**src/rtl/data_memory_responder_if.sv**
```systemverilog
// ============================================================================
// Module  : data_memory_responder_if
// Purpose : MEM-stage data-memory bus between the CPU pipeline (master) and
//           the multi-cycle data memory responder (slave).
// Signals : MemRead_i   load request, held until ack_o
//           MemWrite_i  store request, held until ack_o
//           addr_i      32-bit byte address
//           data_i      32-bit store data
//           data_o      32-bit registered load data
//           stall_o     pipeline freeze
//           ack_o       one-cycle completion pulse
//           err_o       error flag, meaningful only while ack_o=1
// Revision: 1.0 - initial release
// ============================================================================
`default_nettype none

interface data_memory_responder_if;
    logic        MemRead_i;
    logic        MemWrite_i;
    logic [31:0] addr_i;
    logic [31:0] data_i;
    logic [31:0] data_o;
    logic        stall_o;
    logic        ack_o;
    logic        err_o;

    // CPU side
    modport master (
        output MemRead_i, MemWrite_i, addr_i, data_i,
        input  data_o, stall_o, ack_o, err_o
    );

    // Memory side
    modport slave (
        input  MemRead_i, MemWrite_i, addr_i, data_i,
        output data_o, stall_o, ack_o, err_o
    );
endinterface

`default_nettype wire

```
**src/rtl/data_memory_responder.sv**
```systemverilog
// ============================================================================
// Module  : data_memory_responder
// Purpose : Multi-cycle data memory for the MEM stage. Accepts a load or
//           store in IDLE, spends LATENCY cycles in BUSY, then pulses ack for
//           one RESP cycle. Illegal requests (read+write, misaligned, out of
//           range) skip BUSY and are acked with err_o one cycle later.
// Ports   : clk_i    clock, rising edge
//           rst_n_i  asynchronous active-low reset
//           bus      data_memory_responder_if.slave (request/response bus)
// Params  : DEPTH    number of 32-bit words (>= 2)
//           LATENCY  BUSY cycles per valid access (1..15)
// Revision: 1.0 - initial release
// ============================================================================
`default_nettype none

module data_memory_responder #(
    parameter int DEPTH   = 32,
    parameter int LATENCY = 3
) (
    input  wire logic              clk_i,
    input  wire logic              rst_n_i,
    data_memory_responder_if.slave bus
);

    localparam int          AW         = (DEPTH > 1) ? $clog2(DEPTH) : 1;
    localparam logic [31:0] ADDR_LIMIT = 32'(4 * DEPTH);
    localparam logic [3:0]  CNT_INIT   = 4'(LATENCY - 1);

    localparam logic [1:0] IDLE = 2'd0;
    localparam logic [1:0] BUSY = 2'd1;
    localparam logic [1:0] RESP = 2'd2;

    logic [1:0]    state;
    logic [3:0]    counter;
    logic          op_write;
    logic [AW-1:0] idx;
    logic [31:0]   wdata;
    logic          err_flag;
    logic [31:0]   data_q;

    logic [31:0]   mem [DEPTH];

    logic req;
    logic bad;
    logic mem_we;

    assign req = bus.MemRead_i | bus.MemWrite_i;
    assign bad = (bus.MemRead_i & bus.MemWrite_i)
               | (bus.addr_i[1:0] != 2'b00)
               | (bus.addr_i >= ADDR_LIMIT);

    // The store commits on the final BUSY edge. An asynchronous reset forces
    // the state to IDLE, so a store interrupted by reset never reaches here.
    assign mem_we = (state == BUSY) && (counter == 4'd0) && op_write;

    // Stall must rise in the very cycle the request appears (combinational
    // on req) and drop in RESP so the pipeline advances at the end of RESP.
    assign bus.stall_o = ((state == IDLE) && req) || (state == BUSY);
    assign bus.ack_o   = (state == RESP);
    assign bus.err_o   = (state == RESP) && err_flag;
    assign bus.data_o  = data_q;

    always_ff @(posedge clk_i or negedge rst_n_i) begin
        if (!rst_n_i) begin
            state    <= IDLE;
            counter  <= 4'd0;
            op_write <= 1'b0;
            idx      <= '0;
            wdata    <= 32'd0;
            err_flag <= 1'b0;
            data_q   <= 32'd0;
        end else begin
            case (state)
                IDLE: begin
                    if (req) begin
                        if (bad) begin
                            err_flag <= 1'b1;
                            state    <= RESP;
                        end else begin
                            err_flag <= 1'b0;
                            op_write <= bus.MemWrite_i;
                            idx      <= bus.addr_i[AW+1:2];
                            wdata    <= bus.data_i;
                            counter  <= CNT_INIT;
                            state    <= BUSY;
                        end
                    end
                end
                BUSY: begin
                    if (counter != 4'd0) begin
                        counter <= counter - 4'd1;
                    end else begin
                        if (!op_write) begin
                            data_q <= mem[idx];
                        end
                        state <= RESP;
                    end
                end
                // Inputs are still the same instruction here; ignore them.
                RESP: state <= IDLE;
                default: state <= IDLE;
            endcase
        end
    end

    // Array contents intentionally survive reset.
    always_ff @(posedge clk_i) begin
        if (mem_we) begin
            mem[idx] <= wdata;
        end
    end

endmodule

`default_nettype wire

```
**src/flat_wrapper.sv**
```systemverilog
// flat-port wrapper written by rule: the top's interface ports become plain ports
module data_memory_responder_flat 
#(
    parameter int DEPTH   = 32,
    parameter int LATENCY = 3
)
  (clk_i, rst_n_i, bus_MemRead_i, bus_MemWrite_i, bus_addr_i, bus_data_i, bus_data_o, bus_stall_o, bus_ack_o, bus_err_o);
  data_memory_responder_if bus_i ();
  input  wire logic clk_i;
  input  wire logic rst_n_i;
  input wire logic [$bits(bus_i.MemRead_i)-1:0] bus_MemRead_i;
  input wire logic [$bits(bus_i.MemWrite_i)-1:0] bus_MemWrite_i;
  input wire logic [$bits(bus_i.addr_i)-1:0] bus_addr_i;
  input wire logic [$bits(bus_i.data_i)-1:0] bus_data_i;
  output wire logic [$bits(bus_i.data_o)-1:0] bus_data_o;
  output wire logic [$bits(bus_i.stall_o)-1:0] bus_stall_o;
  output wire logic [$bits(bus_i.ack_o)-1:0] bus_ack_o;
  output wire logic [$bits(bus_i.err_o)-1:0] bus_err_o;
  assign bus_i.MemRead_i = bus_MemRead_i;
  assign bus_i.MemWrite_i = bus_MemWrite_i;
  assign bus_i.addr_i = bus_addr_i;
  assign bus_i.data_i = bus_data_i;
  assign bus_data_o = bus_i.data_o;
  assign bus_stall_o = bus_i.stall_o;
  assign bus_ack_o = bus_i.ack_o;
  assign bus_err_o = bus_i.err_o;
  data_memory_responder #(.DEPTH(DEPTH), .LATENCY(LATENCY)) u_core (.clk_i(clk_i), .rst_n_i(rst_n_i), .bus(bus_i));
endmodule
```
**config.mk**
```make
export PLATFORM = sky130hd
export DESIGN_NAME = data_memory_responder_flat
export DESIGN_NICKNAME = d
export VERILOG_FILES = /design/src/rtl/data_memory_responder_if.sv /design/src/rtl/data_memory_responder.sv /design/src/flat_wrapper.sv
export SDC_FILE = /design/constraint.sdc
export NUM_CORES = 1
export LEC_CHECK = 0
export ABC_CLOCK_PERIOD_IN_PS = 4150
export CORE_MARGIN = 2
export CORE_UTILIZATION = 30
export CTS_CLUSTER_DIAMETER = 60
export CTS_CLUSTER_SIZE = 8
export DETAILED_ROUTE_END_ITERATION = 10
export GPL_TIMING_DRIVEN = 0
export MAX_ROUTING_LAYER = met4
export PLACE_DENSITY_LB_ADDON = 0.25
export RECOVER_POWER = 25
export SLEW_MARGIN = 20
export SYNTH_ARGS = -nofsm -noshare
export SYNTH_HDL_FRONTEND = slang
export SYNTH_SLANG_ARGS = --single-unit
export TNS_END_PERCENT = 1
```
**constraint.sdc**
```tcl
create_clock -name clk_i -period 4.15 [get_ports clk_i]
set_input_delay 0.415 -clock clk_i [delete_from_list [all_inputs] [get_ports clk_i]]
set_output_delay 0.415 -clock clk_i [all_outputs]
set_load 0.005 [all_outputs]
```
Figure 1. Placed cells, one color a class (run 1).
Fill, decap, tap and diode cells in gray.
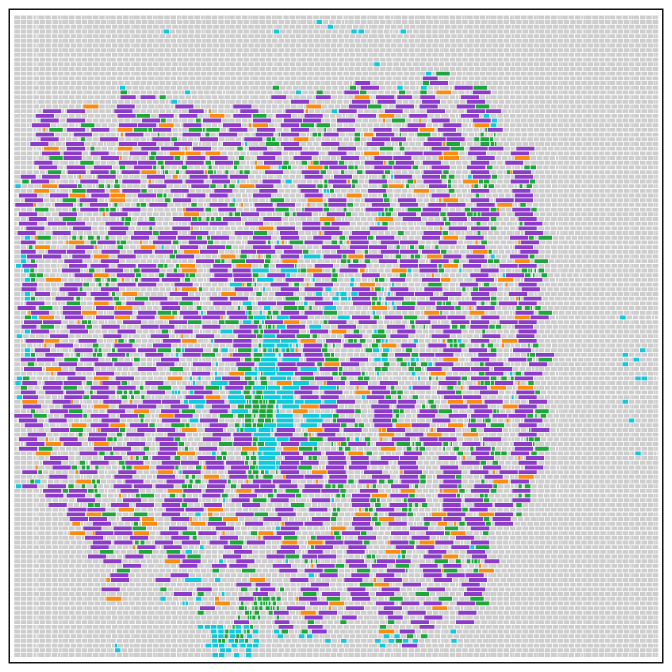
| color | class | cells |
|---|---|---|
| purple | sequential cells | 1101 |
| cyan | remaining buffers and delay cells | 293 |
| orange | clock drivers and dummy loads | 283 |
| green | remaining logic cells | 883 |

Figure 2. Wiring heat map (run 1).
The bar under the picture is 100 um long. The die is cut into 38 by 38 equal tiles; dark blue is low, red is high, scaled to the fullest tile. Values are wire area over tile area, all layers added.
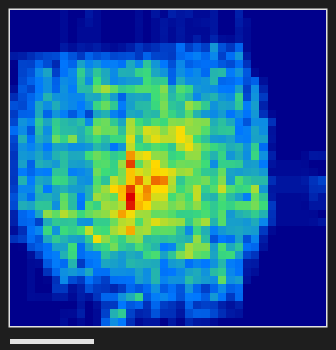
densest ninth of the die: center
fullest tile: 0.64
emptiest ninth of the die: north-east
tiles over half the peak: 15%
nearly empty tiles: 25%
wire length after detailed routing: 140000 um
vias post-DR: 23211
global-route usage over all layers: 0.201

Figure 3. M3 wires (run 1).
The bar under the picture is 100 um long.
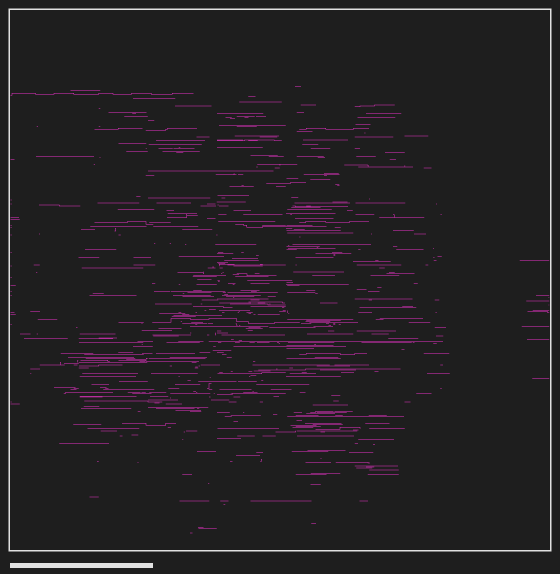
main direction: horizontal
nets with wire on the layer: 287
wire length on this layer: 8920 um
share of all routed wire: 6.4%

==> job_summary.md, run 1 <==
### Yosys + OpenROAD results

| Metric | Value |
|---|---|
| Run status | finished with violations |
| Failing checks | max-capacitance violations, max-slew violations |
| Most frequently used cell type in the post-synthesis netlist | sky130_fd_sc_hd__edfxtp_1 |
| Number of rows created at floorplan | 137 |
| Top logic family | multiplexers |
| Count of yosys warnings during synthesis | 0 |
| Area enclosed by the die boundary | 143000 um2 |
| CTS tree | yes |
| Insertion delay at the late pin of the worst-skew pair | 750 ps |
| Least setup slack across all paths after layout | 112 ps |
| Post-synthesis compound-gate area fraction | 0.0389 |
| Post-synth regs | 1101 |
| Nets@finish | 2505 |
| Top cells by count, synth | sky130_fd_sc_hd__edfxtp_1 (1024), sky130_fd_sc_hd__mux2i_1 (288), sky130_fd_sc_hd__o22ai_1 (128), sky130_fd_sc_hd__mux4_2 (113), sky130_fd_sc_hd__dfrtp_1 (77) |
| Number of violations of the max-capacitance limit | 1 |
| Adder and majority gate portion of the synthesized area | 0.000298 |
| Critical path required time | 4580 ps |
| Average detailed-routed wire length per instance | 31.7 um |
| Sequential-to-total area share from yosys stat | 0.778 |
| CP bufs+invs | 4 |
| Cell occurring most often along the worst timing path | sky130_fd_sc_hd__buf_16 |
| Post-synth tally of flip-flops with integrated enable | 1024 |
| Die boundary height | 378 um |
| RR Startpoint | u_core.idx[2] |
| Worst slew margin | -0.515 |
| Number of buffers inserted during clock tree synthesis | 157 |
| Reg2reg path depth | 7 |
| Placed Instance Area | 47400 um2 |
| Critical Path Slowest Stage Cell | sky130_fd_sc_hd__clkbuf_1 |
| Antenna violation net count after detailed routing | 0 |
| Peak VDD IR | 333 uV |
| Design Power | 24.7 mW |
| Instance count after placement with tap cells included | 4150 |
| Num ports | 103 |
| Worst setup EP type | flop |
| Setup Total Neg Slack | 0 ps |
| Cell area after technology mapping | 42000 um2 |
| Number of instances in the synthesized netlist | 2099 |
| Length of the first detailed-routing pass in iterations | 6 |
| Initial standard-cell utilization of the core | 0.302 |
| Cell count listed in synth_stat.txt | 2099 |
| Count of warning messages emitted by the tools | 27 |
| Capture point of the critical path | u_core.mem[5][16] |
| Share of the cycle needed by the critical path after routing | 0.973 |
| Post-synthesis mux area share | 0.140 |
| Post-synthesis simple-gate area fraction | 0.0263 |
| Worst Tran Pin Value | 2270 ps |
| Total gr overflow | 0 |
| Worst-case clock skew | 31.9 ps |
| Top-area cell type share of the netlist area | 0.732 |
| Startpoint of the lowest-slack hold path | bus_data_i[1] |
| Pin count of the biggest net entering global routing | 49 |
| Final-report max-slew violation count | 30 |
| Leading post-synthesis cells by cell area | sky130_fd_sc_hd__edfxtp_1 (73%), sky130_fd_sc_hd__mux2i_1 (6.9%), sky130_fd_sc_hd__mux4_2 (6.1%) |
| Input/output buffers | 102 |
| Vias in the first global route | 23428 |
| Unrepaired setup endpoints after global routing | no |
| Final RePlAce weighted congestion | 0.827 |
| Clk sinks | 1101 |
| Max Fanout on Critical Path | 13 |
| Worst path arrival time | 4470 ps |
| CTS H-tree depth | 4 |
| Worst Path Class, Setup | flop to flop |
| Most flops, register | u_core.mem |
| Critical Path Source Type | flop |
| Final standard cell area without fillers | 52100 um2 |
| Final tally of hold violations | 0 |
| Share of the core filled with cells | 0.374 |
| Count of non-filler cells in the finished layout | 4438 |
| R2R setup slack | 110 ps |
| Vias per Instance | 5.23 |
| Share of synthesized registers carrying an async set or reset | 0.0699 |
| Worst r2r dst | u_core.mem[5][16] |
| Post-detail-place hpwl | 92100 um |
| Die x size | 378 um |
| DRC violation count after routing | 0 |
| Area of the core | 139000 um2 |
| Levels on crit path | 7 |
| Global-route wire length before repair | 191000 um |
| Number of flip-flops under the largest register name | 1024 |
| Syn avg cell area | 20.0 um2 |
| Min Tclk post-route | 4040 ps |
| Path class of the lowest-slack min-delay path | input port to flop |
| Hold Crit Endpoint | u_core.wdata[1] |
| Total leakage power | 18.4 nW |
| Number of cells on the worst hold path | 2 |
| Startpoint of the most critical setup path | u_core.idx[2] |
| Placement-stage worst setup slack | -674 ps |
| Area growth syn-to-layout | 23.9% |
| Power density cells | 474 nW/um2 |
| Count of final setup violators | 0 |
| Cell family contributing the most delay on the critical path | buffers and inverters |
| Cell taking the most area after synthesis | sky130_fd_sc_hd__edfxtp_1 |
| Violation count after the first detailed-route iteration | 3054 |
| Summed standard-cell area reported by yosys | 42000 um2 |
| Maximum clock rate | 248 MHz |
| Cell at the root of the clock tree | sky130_fd_sc_hd__clkbuf_16 |
| Clock tree buffer depth | 3 |
| Net Count, Synth | 2168 |
| Post-synth top flop | sky130_fd_sc_hd__edfxtp_1 |
| Post-synth cell types | 49 |
| Critical Path Max Stage Delay | 980 ps |
| Share of final-layout standard cells stronger than drive strength 1 | 0.216 |
| Clock-pin transition on the worst setup and hold timing paths | 50 ps |
| Area share of xor/xnor cells in the synthesized design | 0 |
| CP Cell Sequence | buf_6 -> nor2b_1 -> clkbuf_1 -> nand2_1 -> nor2_4 -> buf_16 -> buf_16 |
| Worst hold slack | 275 ps |
| Antenna violations before repair | 6 |
## run 1: layout make-up
cell class / instances / area, um2
clock inverter: 15 / 209
fill: 12582 / 87300
clock buffer: 268 / 4440
multi-input combinational: 876 / 8870
inverter: 7 / 26.3
tap: 1876 / 2350
sequential: 1101 / 32700
buffer: 115 / 712
antenna: 2 / 5.00
timing repair buffer: 178 / 2770
## run 1: metal layers
metal / global-route usage / share of wire / vias to the layer above
li1: - / - / 9426
met1: 0.260 / 0.41 / 12465
met2: 0.322 / 0.49 / 1049
met3: 0.0283 / 0.064 / 271
met4: 0.0747 / 0.035 / 0
met5: - / 0 / -
## run 1: cells in the final DEF (no fill, tap or decap), drive strengths merged, types with 3 or more instances in the layout
cell type,Yosys,routed
edfxtp,1024,1024
mux2i,288,288
clkbuf,18,287
buf,97,172
o22ai,128,128
mux4,113,113
clkdlybuf4s50,0,101
dfrtp,77,77
nor2,61,61
nand2,43,43
mux2,39,39
or4,22,22
a221oi,22,22
a31oi,21,21
a22oi,21,21
nor4,19,19
nand4,14,14
inv,7,13
o21a,12,12
o2111ai,12,12
and2,6,6
o21ai,6,6
clkinv,0,6
nor2b,5,5
or3,5,5
nand4bb,5,5
or4b,4,4
a32oi,4,4
nand4b,4,4
nor3,4,4
nand3,3,3
a21oi,3,3
## run 1: power by group
| part | total, mW | internal [mW] | leakage, nW | switching, mW |
|---|---|---|---|---|
| Clock | 12.0 | 7.29 | 2.21 | 4.70 |
| Sequential | 12.2 | 12.1 | 13.0 | 0.105 |
| Combinational | 0.516 | 0.306 | 3.20 | 0.210 |
| Total | 24.7 | 19.7 | 18.4 | 5.01 |
## run 1: what timing repair did
action,4_1_cts,5_1_grt
endpoints found under the hold margin,46,0
gates resized,0,0
setup buffers,2,0
hold buffers,1,0
endpoints found under the setup margin,252,0
==> run 2: changes to the inputs <==
CORE_UTILIZATION = 35   (was 30)
Figure 4. Wiring heat map (run 2).
The bar under the picture is 100 um long. The die is cut into 35 by 35 equal tiles; dark blue is low, red is high, scaled to the fullest tile. Values are wire area over tile area, all layers added.
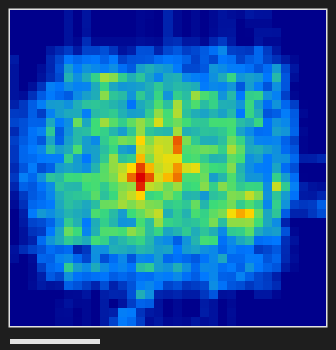
fullest tile: 0.76
mean over tiles: 0.18
nearly empty tiles: 25%
vias post-DR: 23463
wire length after detailed routing: 136000 um

Figure 5. M3 wires (run 2).
The bar under the picture is 100 um long.
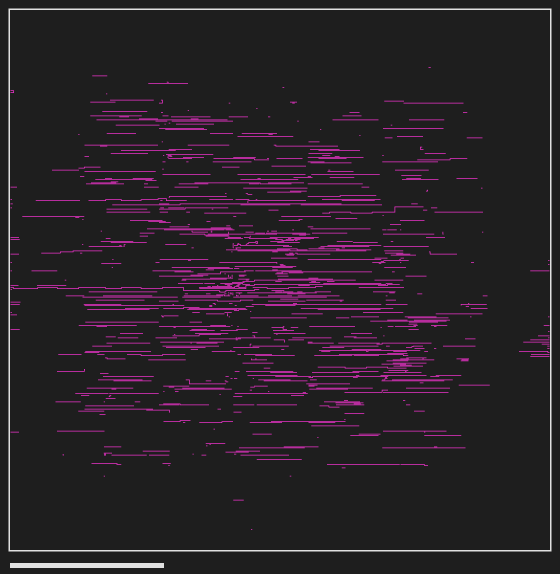
nets with wire on the layer: 330
longest straight run: 105 um
wire length on this layer: 10900 um
share of all routed wire: 8.0%

==> run 2 against run 1 <==
Cell area down 0.63%; largest cell class unchanged; largest power group unchanged; maximum frequency up 2.6%; sequential power about the same; non-clock buffer count up 2; sequential share of layout area up 0.40 points; hold slack better by 1.3 ps; the run still ends with max-capacitance violations, max-slew violations left.
==> job_summary.md, run 2 <==
### Yosys + OpenROAD results

| Metric | Value |
|---|---|
| Seq. pwr | 12.2 mW (about the same) |
| Worst hold slack | 276 ps (+1.30 ps) |
| Share of the cycle needed by the critical path after routing | 0.949 (-0.0243) |
| Antenna violations before repair | 7 (+1) |
| Post-synth regs | 1101 (unchanged) |
| Count of final setup violators | 0 (unchanged) |
| Critical Path Max Stage Delay | 750 ps (-230 ps) |
| Leading post-synthesis cells by cell area | sky130_fd_sc_hd__edfxtp_1 (73%), sky130_fd_sc_hd__mux2i_1 (6.9%), sky130_fd_sc_hd__mux4_2 (6.1%) |
| Share of final-layout standard cells stronger than drive strength 1 | 0.214 (-0.00215) |
| Num ports | 103 (unchanged) |
| DRC violation count after routing | 0 (unchanged) |
| R2R setup slack | 210 ps (+100 ps) |
| CTS tree | yes |
| Nets@finish | 2506 (+0.040%) |
| Max Fanout on Critical Path | 13 (unchanged) |
| Top logic cells by instance count in the layout | sky130_fd_sc_hd__edfxtp_1 (1024), sky130_fd_sc_hd__mux2i_1 (288), sky130_fd_sc_hd__clkbuf_16 (157) |
| Global-route usage over all layers | 0.228 (+0.0275) |
| Unrepaired setup endpoints after global routing | no |
| Clock-pin transition on the worst setup and hold timing paths | 50 ps (about the same) |
| Top cells by count, synth | sky130_fd_sc_hd__edfxtp_1 (1024), sky130_fd_sc_hd__mux2i_1 (288), sky130_fd_sc_hd__o22ai_1 (128), sky130_fd_sc_hd__mux4_2 (113), sky130_fd_sc_hd__dfrtp_1 (77) |
| Worst slew margin | -1.09 (-0.574) |
| Average detailed-routed wire length per instance | 32.6 um (+3.0%) |
| Worst r2r dst | u_core.mem[26][5] |
| Antenna violation net count after detailed routing | 0 (unchanged) |
| Cell count listed in synth_stat.txt | 2099 (unchanged) |
| Net Count, Synth | 2168 (unchanged) |
| Worst path arrival time | 4390 ps (-80 ps) |
| Number of violations of the max-capacitance limit | 1 (unchanged) |
| Area of the core | 119000 um2 (-14%) |
| Design Power | 24.6 mW (-0.37%) |
| RR Startpoint | u_core.idx[1] |
| Pwr top | registers |
| Vias per Instance | 5.61 (+7.3%) |
| Hold Crit Endpoint | u_core.wdata[18] |
| Startpoint of the lowest-slack hold path | bus_data_i[18] |
| Proportion of power drawn by combinational gates | 0.021 (about the same) |
| Clock tree buffer depth | 3 (unchanged) |
| Count of yosys warnings during synthesis | 0 (unchanged) |
| Number of instances in the synthesized netlist | 2099 (unchanged) |
| Die x size | 351 um (-7.3%) |
| Min Tclk post-route | 3940 ps (-101 ps) |
| Number of buffers inserted during clock tree synthesis | 156 (-0.64%) |
| Comb power | 0.516 mW (about the same) |
| Count of warning messages emitted by the tools | 27 (unchanged) |
| Critical Path Source Type | flop |
| Number of cells on the worst hold path | 2 (unchanged) |
| Capture point of the critical path | u_core.mem[26][5] |
| Vias in the first global route | 23439 (+0.047%) |
| Cell taking the most area after synthesis | sky130_fd_sc_hd__edfxtp_1 |
| Most frequently used cell type in the post-synthesis netlist | sky130_fd_sc_hd__edfxtp_1 |
| Total leakage power | 18.4 nW (about the same) |
| Sequential-to-total area share from yosys stat | 0.778 (unchanged) |
| Area enclosed by the die boundary | 123000 um2 (-14%) |
| CTS H-tree depth | 4 (unchanged) |
| Power density cells | 476 nW/um2 (+0.26%) |
| Initial standard-cell utilization of the core | 0.352 (+0.0501) |
| Final-report max-slew violation count | 35 (+17%) |
| Failing checks | max-capacitance violations, max-slew violations |
| Most flops, register | u_core.mem |
| Combined area of the multi-input logic cells | 8870 um2 (unchanged) |
| Maximum clock rate | 254 MHz (+2.6%) |
| Least setup slack across all paths after layout | 212 ps (+101 ps) |
| Cell area after technology mapping | 42000 um2 (unchanged) |
| Cell at the root of the clock tree | sky130_fd_sc_hd__clkbuf_16 |
| Area growth syn-to-layout | 23.1% |
| Run status | finished with violations |
| Post-synth tally of flip-flops with integrated enable | 1024 (unchanged) |
| Count of fill cells added during filler insertion | 10352 (-18%) |
| Sequential standard cell area | 32700 um2 (unchanged) |
| Worst-case clock skew | 24.9 ps (-6.94 ps) |
| Path class of the lowest-slack min-delay path | input port to flop |
| Post-detail-place hpwl | 88200 um (-4.3%) |
| CP Cell Sequence | buf_2 -> buf_6 -> buf_4 -> buf_4 -> buf_2 -> nand2_1 -> nor2_4 -> buf_16 -> buf_16 |
| Reg2reg path depth | 9 (+2) |
| Share of the core filled with cells | 0.433 (+0.0593) |
| Global-route wire length before repair | 186000 um (-2.4%) |
| Worst Tran Pin Value | 3130 ps (+862 ps) |
| Post-synth top flop | sky130_fd_sc_hd__edfxtp_1 |
Figure 6. Signal wires on met1 (run 2).
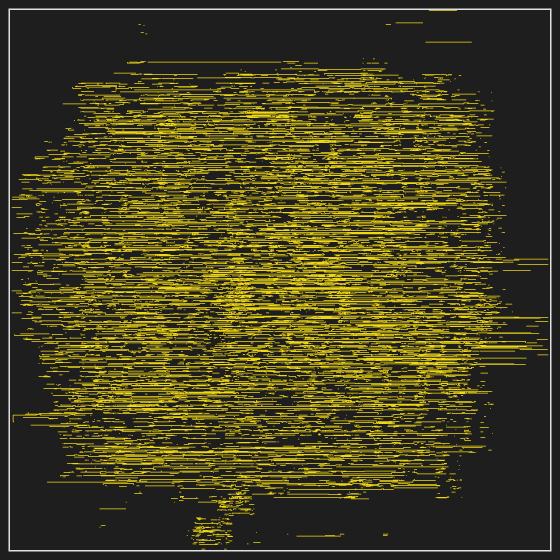
share of all routed wire: 40%
main direction: horizontal
longest straight run: 111 um
GR Layer Usage met1: 0.293

run 2: cell counts after synthesis:
No cell type changed its count.
run 2: cell families (layout without fill, tap and decap cells):
kind of cell | after synthesis | in the layout | synth area share
compound gates | 235 | 235 | 0.0389
fa+ha+maj | 1 | 1 | 0.000298
buf+inv | 122 | 590 | 0.0174
flops | 1101 | 1101 | 0.778
mux | 440 | 440 | 0.140
other cells | 0 | 1 | 0
simple gates | 200 | 200 | 0.0263
run 2: what timing repair did:
action,in CTS,in global routing
hold endpoints to repair,34,0
gates resized,0,0
hold buffers,1,0
buffers inserted,4,0
endpoints found under the setup margin,252,0
run 2: final cells by class:
| class | instances | share of cell area |
|---|---|---|
| tap | 1612 | 0.0390 |
| multi-input combinational | 876 | 0.172 |
| inverter | 7 | 0.000508 |
| antenna | 1 | 0.0000484 |
| buffer | 115 | 0.0137 |
| clock inverter | 16 | 0.00455 |
| sequential | 1101 | 0.632 |
| clock buffer | 272 | 0.0843 |
| timing repair buffer | 180 | 0.0547 |
run 2: through the flow:
stage / setup TNS, ps / cells / instance area [um2]
after detailed placement: -73780 / 3885 / 47100
after global routing: 0 / 4180 / 51700
after CTS: 0 / 4178 / 51700
after global placement: -2459400 / 3813 / 45100
after floorplan: 0 / 2099 / 42000
final: 0 / 4180 / 51700
run 2: worst max-delay path: cells and delay by family (launching register included):
| kind | cells | cell delay (ps) |
|---|---|---|
| buffers and inverters | 7 | 1930 |
| and+or+nand+nor | 2 | 1330 |
| DFF | 1 | 320 |
run 2: metal layers:
layer	routed length (um)	vias up	global-route usage
li1	-	9428	-
met1	54200	12456	0.293
met2	65800	1287	0.362
met3	10900	292	0.0384
met4	5310	0	0.0925
met5	0	-	-
Power figures rest on the tool's default switching activity, not on a simulated workload.
